--- config.mk ---
export PLATFORM = sky130hd
export DESIGN_NAME = fetch_controller
export DESIGN_NICKNAME = d
export VERILOG_FILES = /design/src/rtl/cpu_pkg.sv /design/src/rtl/fetch_hold_reg.sv /design/src/rtl/fetch_controller.sv
export SDC_FILE = /design/constraint.sdc
export NUM_CORES = 1
export LEC_CHECK = 0
export ABC_AREA = 1
export CORE_ASPECT_RATIO = 1.2
export CORE_MARGIN = 2
export CORE_UTILIZATION = 44
export DETAILED_ROUTE_END_ITERATION = 8
export GPL_TIMING_DRIVEN = 0
export PLACE_DENSITY = 0.88
export SLEW_MARGIN = 20
export SYNTH_ARGS = -nofsm -noshare
export SYNTH_HDL_FRONTEND = slang
export SYNTH_SLANG_ARGS = --single-unit
--- constraint.sdc ---
create_clock -name clk -period 3.7 [get_ports clk]
set_input_delay 0.555 -clock clk [delete_from_list [all_inputs] [get_ports clk]]
set_output_delay 0.555 -clock clk [all_outputs]
set_load 0.05 [all_outputs]
--- src/rtl/cpu_pkg.sv ---
// Shared CPU front-end types: fetch FSM state encoding and default widths.
package cpu_pkg;
  localparam int ADDR_W_DEF  = 16;
  localparam int INSTR_W_DEF = 16;

  typedef enum logic [1:0] {
    IDLE  = 2'd0,
    RUN   = 2'd1,
    STALL = 2'd2,
    HALT  = 2'd3
  } fetch_state_t;
endpackage

--- src/rtl/fetch_hold_reg.sv ---
// Skid/hold register for an instruction refused by decode, with its valid bit.
module fetch_hold_reg #(
  parameter int ADDR_W  = 16,
  parameter int INSTR_W = 16
) (
  input  logic               clk,
  input  logic               reset,
  input  logic               load,
  input  logic               clear,
  input  logic [INSTR_W-1:0] load_instr,
  input  logic [ADDR_W-1:0]  load_pc,
  output logic               valid,
  output logic [INSTR_W-1:0] instr,
  output logic [ADDR_W-1:0]  pc
);

  always_ff @(posedge clk) begin
    if (reset) begin
      valid <= 1'b0;
    end else if (clear) begin
      valid <= 1'b0;
    end else if (load) begin
      valid <= 1'b1;
    end
  end

  always_ff @(posedge clk) begin
    if (load) begin
      instr <= load_instr;
      pc    <= load_pc;
    end
  end

endmodule

--- src/rtl/fetch_controller.sv ---
// Instruction fetch controller: issues PC-driven reads, stalls on decode back-pressure,
// redirects on branch/return, halts until reset. FETCH_PERF_CNT_EN adds perf counters.
module fetch_controller
  import cpu_pkg::*;
#(
  parameter int ADDR_W  = ADDR_W_DEF,
  parameter int INSTR_W = INSTR_W_DEF
) (
  input  logic               clk,
  input  logic               reset,
  input  logic [ADDR_W-1:0]  counter_reg,
  input  logic [INSTR_W-1:0] instruction,
  output logic               jump_enable,
  output logic [ADDR_W-1:0]  jump_address,
  output logic               return_enable,
  output logic               imem_enable,
  input  logic               branch_req,
  input  logic [ADDR_W-1:0]  branch_target,
  input  logic               ret_req,
  input  logic               halt_req,
  output logic               instr_valid,
  output logic [INSTR_W-1:0] instr_out,
  output logic [ADDR_W-1:0]  instr_pc,
  input  logic               decode_ready
`ifdef FETCH_PERF_CNT_EN
  ,
  output logic [31:0]        fetch_count,
  output logic [15:0]        stall_count
`endif
);

  fetch_state_t       state;
  fetch_state_t       state_nxt;
  logic               vld_p1;
  logic               vld_nxt;
  logic [ADDR_W-1:0]  issue_pc_p1;
  logic               hold_load;
  logic               hold_clear;
  logic               hold_vld;
  logic [INSTR_W-1:0] hold_instr;
  logic [ADDR_W-1:0]  hold_pc;

  fetch_hold_reg #(
    .ADDR_W  (ADDR_W),
    .INSTR_W (INSTR_W)
  ) u_hold (
    .clk        (clk),
    .reset      (reset),
    .load       (hold_load),
    .clear      (hold_clear),
    .load_instr (instruction),
    .load_pc    (issue_pc_p1),
    .valid      (hold_vld),
    .instr      (hold_instr),
    .pc         (hold_pc)
  );

  always_ff @(posedge clk) begin
    if (reset) begin
      state  <= IDLE;
      vld_p1 <= 1'b0;
    end else begin
      state  <= state_nxt;
      vld_p1 <= vld_nxt;
    end
  end

  // p0 -> p1: the address on counter_reg this cycle is the one memory answers next cycle
  always_ff @(posedge clk) begin
    issue_pc_p1 <= counter_reg;
  end

  always_comb begin
    state_nxt     = state;
    vld_nxt       = 1'b0;
    hold_load     = 1'b0;
    hold_clear    = 1'b0;
    imem_enable   = 1'b0;
    instr_valid   = 1'b0;
    instr_out     = '0;
    instr_pc      = '0;
    jump_enable   = 1'b0;
    jump_address  = '0;
    return_enable = 1'b0;
    unique case (state)
      IDLE: begin
        // PC already sits at 0 here, so the first read starts now rather than in RUN
        imem_enable = !reset;
        vld_nxt     = 1'b1;
        state_nxt   = RUN;
      end
      RUN, STALL: begin
        imem_enable = (state == RUN);
        if (halt_req) begin
          imem_enable = 1'b0;
          hold_clear  = 1'b1;
          state_nxt   = HALT;
        end else if (branch_req) begin
          jump_enable  = 1'b1;
          jump_address = branch_target;
          hold_clear   = 1'b1;
          state_nxt    = RUN;
        end else if (ret_req) begin
          return_enable = 1'b1;
          hold_clear    = 1'b1;
          state_nxt     = RUN;
        end else if (state == STALL) begin
          instr_valid = hold_vld;
          instr_out   = hold_instr;
          instr_pc    = hold_pc;
          if (decode_ready) begin
            // PC ran ahead during the stall; re-steer it to the word after the held one
            jump_enable  = 1'b1;
            jump_address = hold_pc + ADDR_W'(1);
            hold_clear   = 1'b1;
            state_nxt    = RUN;
          end
        end else begin
          if (vld_p1) begin
            instr_valid = 1'b1;
            instr_out   = instruction;
            instr_pc    = issue_pc_p1;
          end
          if (vld_p1 && !decode_ready) begin
            hold_load = 1'b1;
            state_nxt = STALL;
          end else begin
            vld_nxt = 1'b1;
          end
        end
      end
      HALT: begin
        state_nxt = HALT;
      end
    endcase
  end

`ifdef FETCH_PERF_CNT_EN
  function automatic logic [31:0] sat_inc32(input logic [31:0] v);
    return (&v) ? v : v + 32'd1;
  endfunction

  function automatic logic [15:0] sat_inc16(input logic [15:0] v);
    return (&v) ? v : v + 16'd1;
  endfunction

  always_ff @(posedge clk) begin
    if (reset) begin
      fetch_count <= '0;
      stall_count <= '0;
    end else begin
      if (instr_valid && decode_ready) begin
        fetch_count <= sat_inc32(fetch_count);
      end
      if (state == STALL) begin
        stall_count <= sat_inc16(stall_count);
      end
    end
  end
`endif

endmodule

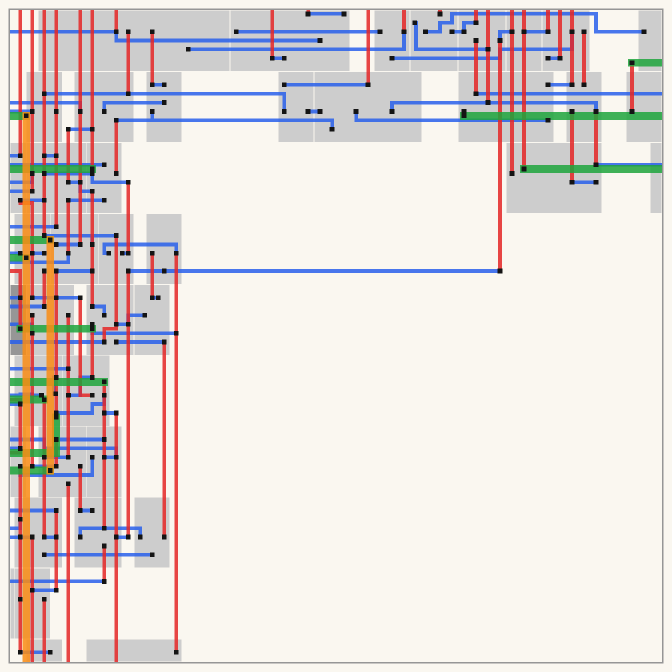
run_1/zoom.png
Window x 44 to 69, y 10 to 35 um. Cells in grey, sequential cells in the stronger grey; small squares are vias.
met1 -> blue
met3 -> green
met4 -> orange
met2 -> red
most frequent = nand2_1 (8), o21ai_0 (4), a21oi_1 (4)
cells with their middle in the window = 32
sequential cells in the window = 0

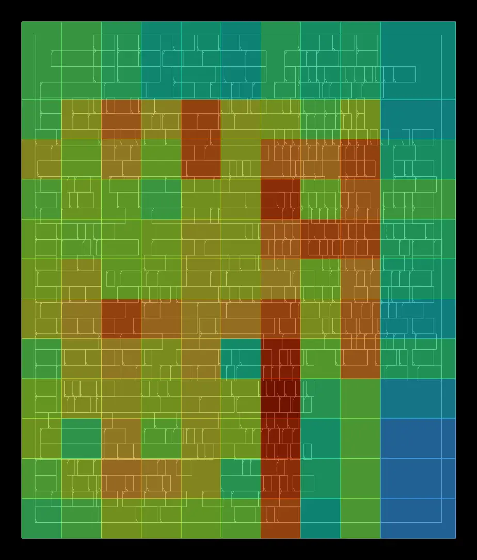
run_1/final_congestion.png
met1 Use GR: 26.47%
met2 Use GR: 37.16%
global route hottest layer: met2

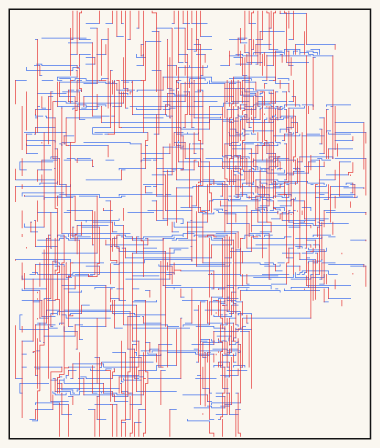
run_1/metal_stack.png
Only two layers are drawn.
met1 -> blue  # wire length 2820 um
met2 -> red  # wire length 3510 um

==> impl_metrics.csv, run 1 <==
group,metric,value,unit
global_routing,grt_pass1_vias,2472,
clock_tree,cts_root_buf,"clkbuf_8",
clock_tree,holdBufCountCts,0,
worst_setup_path,worstPathArrival,2.83,ns
sta,slew_violations,0,
pwr,vdd_drop_max,0.0003275,V
global_routing,grt_max_degree,19,
logic_synthesis,synth_seq_share,51.01,%
sta,max_freq,295.4,MHz
logic_synthesis,synth.distinct_cells,27,
clock_tree,clock_sinks,52,
route,antenna_left,0,
flow_run,tool_warnings,31,
pwr,internal-power,909.1,uW
place,dpl.hpwl,5458,um
logic_synthesis,yosys_area,2669,sq um
floorplan,die_y,89.32,um
sta,setup-violations-final,0,
sta,whs,0.4412,ns
sta,period_needed,3.385,ns
place,place_inst,498,
clock_tree,h-tree-depth,2,
floorplan,ios,106,
place,place.gp.congestion,0.8562,
clock_tree,cts.clk_slew.worst_paths,0.10,ns
worst_setup_path,path_cells,"inv_1 > ha_1 > buf_2 > nor2_2 > buf_2 > a22oi_1 > nor2_1 > clkdlybuf4s50_1",
min_path,hp-class,"flip-flop to flip-flop",
logic_synthesis,syn_inst,310,
cells_and_area,drive_above_1_share,7.547,%
global_routing,antenna_found_initial,0,
sta,relSlewSlack,63.82,%
clock_tree,clock_latency,0.30,ns
worst_setup_path,crit_required,3.14,ns
cells_and_area,antenna_cells,0,
worst_setup_path,path_class,"flip-flop to primary output",
cells_and_area,areaGrowthSynthToFinish,48.19,%
outcome,outcome,"finished clean",
worst_setup_path,crit_path_frequent_cell,"buf_2",
cells_and_area,fin_cells,506,
global_routing,overflow,0,
flow_run,cap_violations,0,
worst_setup_path,endpoint_kind,"primary output",
pwr,p_clk_share,24.9,%
worst_setup_path,startpoint_type,"flip-flop",
route,post_drt_wl_per_cell,13.59,um
pwr,p_leak,0.001433,uW
route,dr_total_vias,2592,
pwr,seq_power_share,48.9,%
pwr,pwr_density_cell,332.6,nW/um^2
logic_synthesis,yosys_cells,310,
sta,setup_tns,0,ns
pwr,switching_power,406.1,uW
floorplan,floorplan.core_util,44.97,%
floorplan,die_w,75.10,um
logic_synthesis,avgSynthCellArea,8.609,sq um
route,routed_wl,6875,um
cells_and_area,final_util,66.65,%
sta,finClkSkew,0.007215,ns
sta,final-hold-violation-count,0,
sta,worst_slack,0.3153,ns
place,placed_area,3861,sq um
route,routed_via_density,5.123,
pwr,switching_share,30.88,%
clock_tree,cts_buffer_depth,2,
place,dpl_worst_slack,0.4388,ns
route,drt-pass1-iter-count,4,
sta,tightest_slew,0.5409,ns
clock_tree,cts.repair.resized,0,
pwr,p_comb_share,26.2,%
place,port_buffers,104,
route,drt_iter0_markers,163,
clock_tree,cts_tree,"yes",
sta,grt_setup_unrepaired,"false",
cells_and_area,stdcell_area,3955,sq um
worst_setup_path,critPathMaxFanout,10,
cells_and_area,nets,484,
global_routing,grt.total_usage,21.35,%
logic_synthesis,yosys_warnings,0,
floorplan,core_region_area,5934,sq um
logic_synthesis,ys_seq_elements,52,
clock_tree,cts_setup_buffers,0,
route,route.detailed.drc,0,
logic_synthesis,fp_nets,371,
pwr,totalPowerFinal,1315,uW
floorplan,chipArea,6707,sq um
worst_setup_path,cpMaxStageDelayCell,"clkdlybuf4s50_1",
clock_tree,cts_made_buffers,5,
floorplan,fp-row-count,31,
global_routing,grt_pass1_wl,11080,um
logic_synthesis,netlist_area,2669,sq um
worst_setup_path,critPathMaxStageDelay,0.85,ns
sta,fin_crit_sh,91.48,%
## run 1: layout make-up
| cell class | count | area [sq um] |
|---|---|---|
| well taps | 82 | 102.6 |
| plain buffers | 13 | 65.06 |
| fillers | 465 | 1979 |
| repair buffers | 106 | 1084 |
| flip-flops and latches | 52 | 1361 |
| multi-input cells | 219 | 1149 |
| clock inverters | 3 | 25.02 |
| inverters | 26 | 100.1 |
| clock buffers | 5 | 68.82 |
## run 1: power groups by stage
stage,clock network (uW),logic [uW],registers [uW]
6_report,327,345,643
4_1_cts,337,346,643
2_1_floorplan,0,211,654
5_1_grt,361,375,646
3_3_place_gp,0,332,656
3_5_place_dp,0,344,657
## run 1: placed cells by master (no fill, tap or decap), types with 2 or more instances in the layout
cell and instances:
clkdlybuf4s50_1 104, nor2_1 59, nand2_1 53, a22oi_1 32
edfxtp_1 32, inv_1 22, nand3_1 21, a21oi_1 21
dfxtp_1 20, buf_2 7, ha_1 7, clkbuf_1 5
o21ai_0 5, clkbuf_8 5, o21ai_1 4, inv_2 3
nor2_2 3, nand4_1 3, o21bai_1 2, a21oi_2 2
inv_6 2
## run 1: cell usage after synthesis (all sizes together)
library cell | number | area share, %
clkbuf | 5 | 0.70
o21bai | 2 | 0.56
ha | 7 | 3.3
a22oi | 32 | 9.0
a21oi | 23 | 4.6
nor3 | 1 | 0.38
nor2 | 64 | 10
nand2 | 54 | 7.7
or2 | 2 | 0.47
nand3 | 21 | 3.9
buf | 8 | 1.7
nand4 | 3 | 0.70
dfxtp | 20 | 15
inv | 26 | 3.8
edfxtp | 32 | 36
o21ai | 9 | 1.7
a32oi | 1 | 0.33
## run 1: final timing paths
kind | startpoint | to | slack (ns) | cells after the start
setup / recovery | state[0]$_SDFFE_PP0P_ | instr_out[3] | 0.32 | 8
hold / removal | issue_pc_p1[12]$_DFF_P_ | u_hold.pc[12]$_DFFE_PP_ | 0.44 | 0
setup reg to reg | state[0]$_SDFFE_PP0P_ | u_hold.pc[15]$_DFFE_PP_ | 1.68 | 6
hold reg to reg | issue_pc_p1[12]$_DFF_P_ | u_hold.pc[12]$_DFFE_PP_ | 0.44 | 0
## run 1: critical path: cells and delay by family, from the launching register on
kind	cells	cell delay, ns
buffers and inverters	4	1.42
and+or+nand+nor	2	0.39
DFF	1	0.38
adders and majority gates	1	0.23
AOI/OAI and AO/OA	1	0.09
## run 1: cells by family after synthesis
logic type | Yosys count | synth area share, %
adder cells (fa/ha/maj) | 7 | 3.282
AND-OR/OR-AND | 67 | 16.17
flip-flops | 52 | 51.01
AND/OR/NAND/NOR | 145 | 23.35
buffers and inverters | 39 | 6.189
## run 1: metal layers
metal / GRT usage [%] / up-vias / share of wire, %
met5: 0 / - / 0
met4: 5.844 / 0 / 0.97
met3: 4.848 / 7 / 7.0
met2: 37.16 / 107 / 51
met1: 26.47 / 1185 / 41
li1: - / 1293 / -
## run 1: registers in the layout, indices dropped and copies added, names as in the netlist
register and cells:
state 2, u_hold.pc 16, issue_pc_p1 16, vld_p1 1, u_hold.valid 1, u_hold.instr 16
run_1/registers.png
Other sequential cells in the stronger grey, the rest of the logic in the fainter grey.
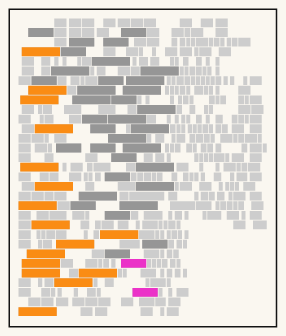

==> run 2, diff against run 1 <==
--- a/config.mk
+++ b/config.mk
@@ -6,13 +6,14 @@
 export NUM_CORES = 1
 export LEC_CHECK = 0
 export ABC_AREA = 1
+export CAP_MARGIN = 20
 export CORE_ASPECT_RATIO = 1.2
 export CORE_MARGIN = 2
-export CORE_UTILIZATION = 44
+export CORE_UTILIZATION = 39
 export DETAILED_ROUTE_END_ITERATION = 8
 export GPL_TIMING_DRIVEN = 0
-export PLACE_DENSITY = 0.88
-export SLEW_MARGIN = 20
+export PLACE_DENSITY = 0.83
+export SLEW_MARGIN = 5
 export SYNTH_ARGS = -nofsm -noshare
 export SYNTH_HDL_FRONTEND = slang
 export SYNTH_SLANG_ARGS = --single-unit
==> constraint.sdc (replaced) <==
create_clock -name clk -period 2.8 [get_ports clk]
set_input_delay 0.42 -clock clk [delete_from_list [all_inputs] [get_ports clk]]
set_output_delay 0.42 -clock clk [all_outputs]
set_load 0.05 [all_outputs]
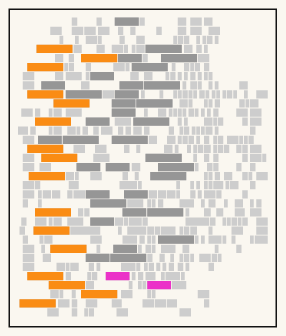
run_2/registers.png
Other sequential cells in the stronger grey, the rest of the logic in the fainter grey.
u_hold.instr -> orange  # flops 16
state -> magenta  # flops 2

==> run 2 against run 1 <==
Non-clock buffer count is 1 lower; sequential share of layout area is 1.9 points higher; clock skew hardly changed; register-to-register slack worse by 1.1 ns; clock power is 48% higher; die size is 12% higher; first-iteration DRC count is 40% lower; critical endpoint is now jump_address[1].
==> impl_metrics.csv, run 2 <==
group,metric,value,unit
floorplan,die_w,79.52,um
floorplan,floorplan.core_util,39.65,%
logic_synthesis,async_flop_share,0,%
route,routed_wl,7015,um
logic_synthesis,synth.distinct_cells,27,
clock_tree,holdBufCountCts,0,
worst_setup_path,worstSetupStartpoint,"state[1]$_SDFFE_PP0P_",
place,place.gp.congestion,0.8265,
worst_setup_path,crit_required,2.38,ns
clock_tree,clock_latency,0.30,ns
global_routing,overflow,0,
pwr,seq_power_share,48.1,%
route,drt-pass1-iter-count,4,
outcome,outcome,"finished clean",
sta,period_needed,2.620,ns
route,routed_via_density,5.000,
clock_tree,cts_tree,"yes",
logic_synthesis,yosys_area,2669,sq um
clock_tree,cts.clk_slew.worst_paths,0.09,ns
worst_setup_path,r2r_start,"state[1]$_SDFFE_PP0P_",
route,drt_iter0_markers,97,
flow_run,cap_violations,0,
global_routing,grt.total_usage,19.27,%
logic_synthesis,avgSynthCellArea,8.609,sq um
pwr,switching_power,518.7,uW
logic_synthesis,top_cell,"nor2_1",
worst_setup_path,startpoint_type,"flip-flop",
floorplan,fp-row-count,33,
sta,worst_slack,0.1798,ns
logic_synthesis,synth-edff-count,32,
floorplan,core_region_area,6730,sq um
global_routing,grt_pass1_vias,2550,
logic_synthesis,yosys_warnings,0,
clock_tree,cts_root_buf,"clkbuf_8",
sta,tightest_slew,0.7235,ns
pwr,vdd_drop_max,0.0003506,V
cells_and_area,antenna_cells,0,
pwr,switching_share,29.29,%
flow_run,tool_warnings,32,
cells_and_area,final_util,55.70,%
floorplan,ios,106,
cells_and_area,lay_top_count,"nor2_1",
sta,grt_setup_unrepaired,"true",
logic_synthesis,topCellsByArea,"edfxtp_1 36%, dfxtp_1 15%, a22oi_1 9.0%",
sta,max_freq,381.7,MHz
place,dpl.hpwl,5500,um
sta,whs,0.4351,ns
worst_setup_path,endpoint_kind,"primary output",
clock_tree,h-tree-depth,2,
global_routing,grt_max_degree,21,
pwr,p_comb_share,24.6,%
cells_and_area,nets,483,
sta,setup_tns,0,ns
pwr,p_leak,0.001553,uW
sta,fin_crit_sh,93.58,%
min_path,min_delay_path_depth,0,
clock_tree,cts_setup_buffers,0,
cells_and_area,final_cell_mix,"59 x nor2_1, 53 x nand2_1, 52 x clkdlybuf4s50_1, 37 x buf_2",
logic_synthesis,netlist_area,2669,sq um
cells_and_area,drive_above_1_share,18.91,%
min_path,hp-class,"flip-flop to flip-flop",
logic_synthesis,synth_seq_share,51.01,%
worst_setup_path,worstPathArrival,2.20,ns
pwr,internal-power,1252,uW
global_routing,antenna_found_initial,0,
sta,finClkSkew,0.006784,ns
logic_synthesis,syn_inst,310,
clock_tree,cts_made_buffers,5,
route,antenna_left,0,
sta,relSlewSlack,51.61,%
logic_synthesis,flop_cell,"edfxtp_1",
route,route.detailed.drc,0,
floorplan,chipArea,7524,sq um
place,port_buffers,104,
clock_tree,cts_buffer_depth,2,
-- run 2: cell counts after synthesis --
No cell type changed its count.
-- run 2: worst max-delay path: stages, from the launching register on --
cell and delay [ns]:
dfxtp_1 0.41, inv_1 0.12, ha_1 0.38, inv_1 0.06
nor2_1 0.18, inv_2 0.12, a21oi_1 0.13, clkdlybuf4s15_1 0.51
-- run 2: cell type report --
type,count,area [sq um]
Inverter,26,100.1
Sequential cell,52,1361
Clock buffer,7,107.6
Timing Repair Buffer,105,843.3
Buffer,13,70.07
Multi-Input combinational cell,219,1154
Clock inverter,1,3.754
Tap cell,87,108.9
Fill cell,664,2982
-- run 2: layer usage --
metal	routed length [um]	global-route usage [%]	vias to the layer above
li1	-	-	1285
met1	2883	22.54	1175
met2	3449	34.03	82
met3	558	5.067	8
met4	123	6.466	0
met5	0	0	-
-- run 2: path summary, 6_finish.rpt --
path                                                  end  slack (ns)
worst max-delay path                      jump_address[1]        0.18
worst min-delay path              u_hold.pc[15]$_DFFE_PP_        0.44
worst max register to register  u_hold.instr[1]$_DFFE_PP_        0.56
worst min register to register    u_hold.pc[15]$_DFFE_PP_        0.44
-- run 2: per-stage QoR --
step | power, uW | cells | instance area (sq um)
after floorplan | 1142 | 310 | 2669
after global placement | 1313 | 501 | 3819
after detailed placement | 1321 | 502 | 3840
after CTS | 1788 | 510 | 3885
after global routing | 1859 | 510 | 3749
final | 1771 | 510 | 3749
-- run 2: timing repair --
action	in CTS	in global routing
endpoints found under the setup margin	52	44
resized	170	72
pin swaps	0	0
-- run 2: power by group through the flow --
stage                     Combinational (uW)  Clock [uW]  Sequential, uW
after floorplan                          278           0             864
after global routing                     476         529             855
after global placement                   446           0             867
after CTS                                439         498             851
after detailed placement                 452           0             869
final                                    435         485             851
-- run 2: kinds of logic (layout without fill, tap and decap cells) --
group,after synthesis,in the layout,synth area share (%)
buf+inv,39,152,6.189
compound gates,67,67,16.17
flops,52,52,51.01
simple gates,145,145,23.35
fa+ha+maj,7,7,3.282
Power is estimated from default activity; no workload was simulated.
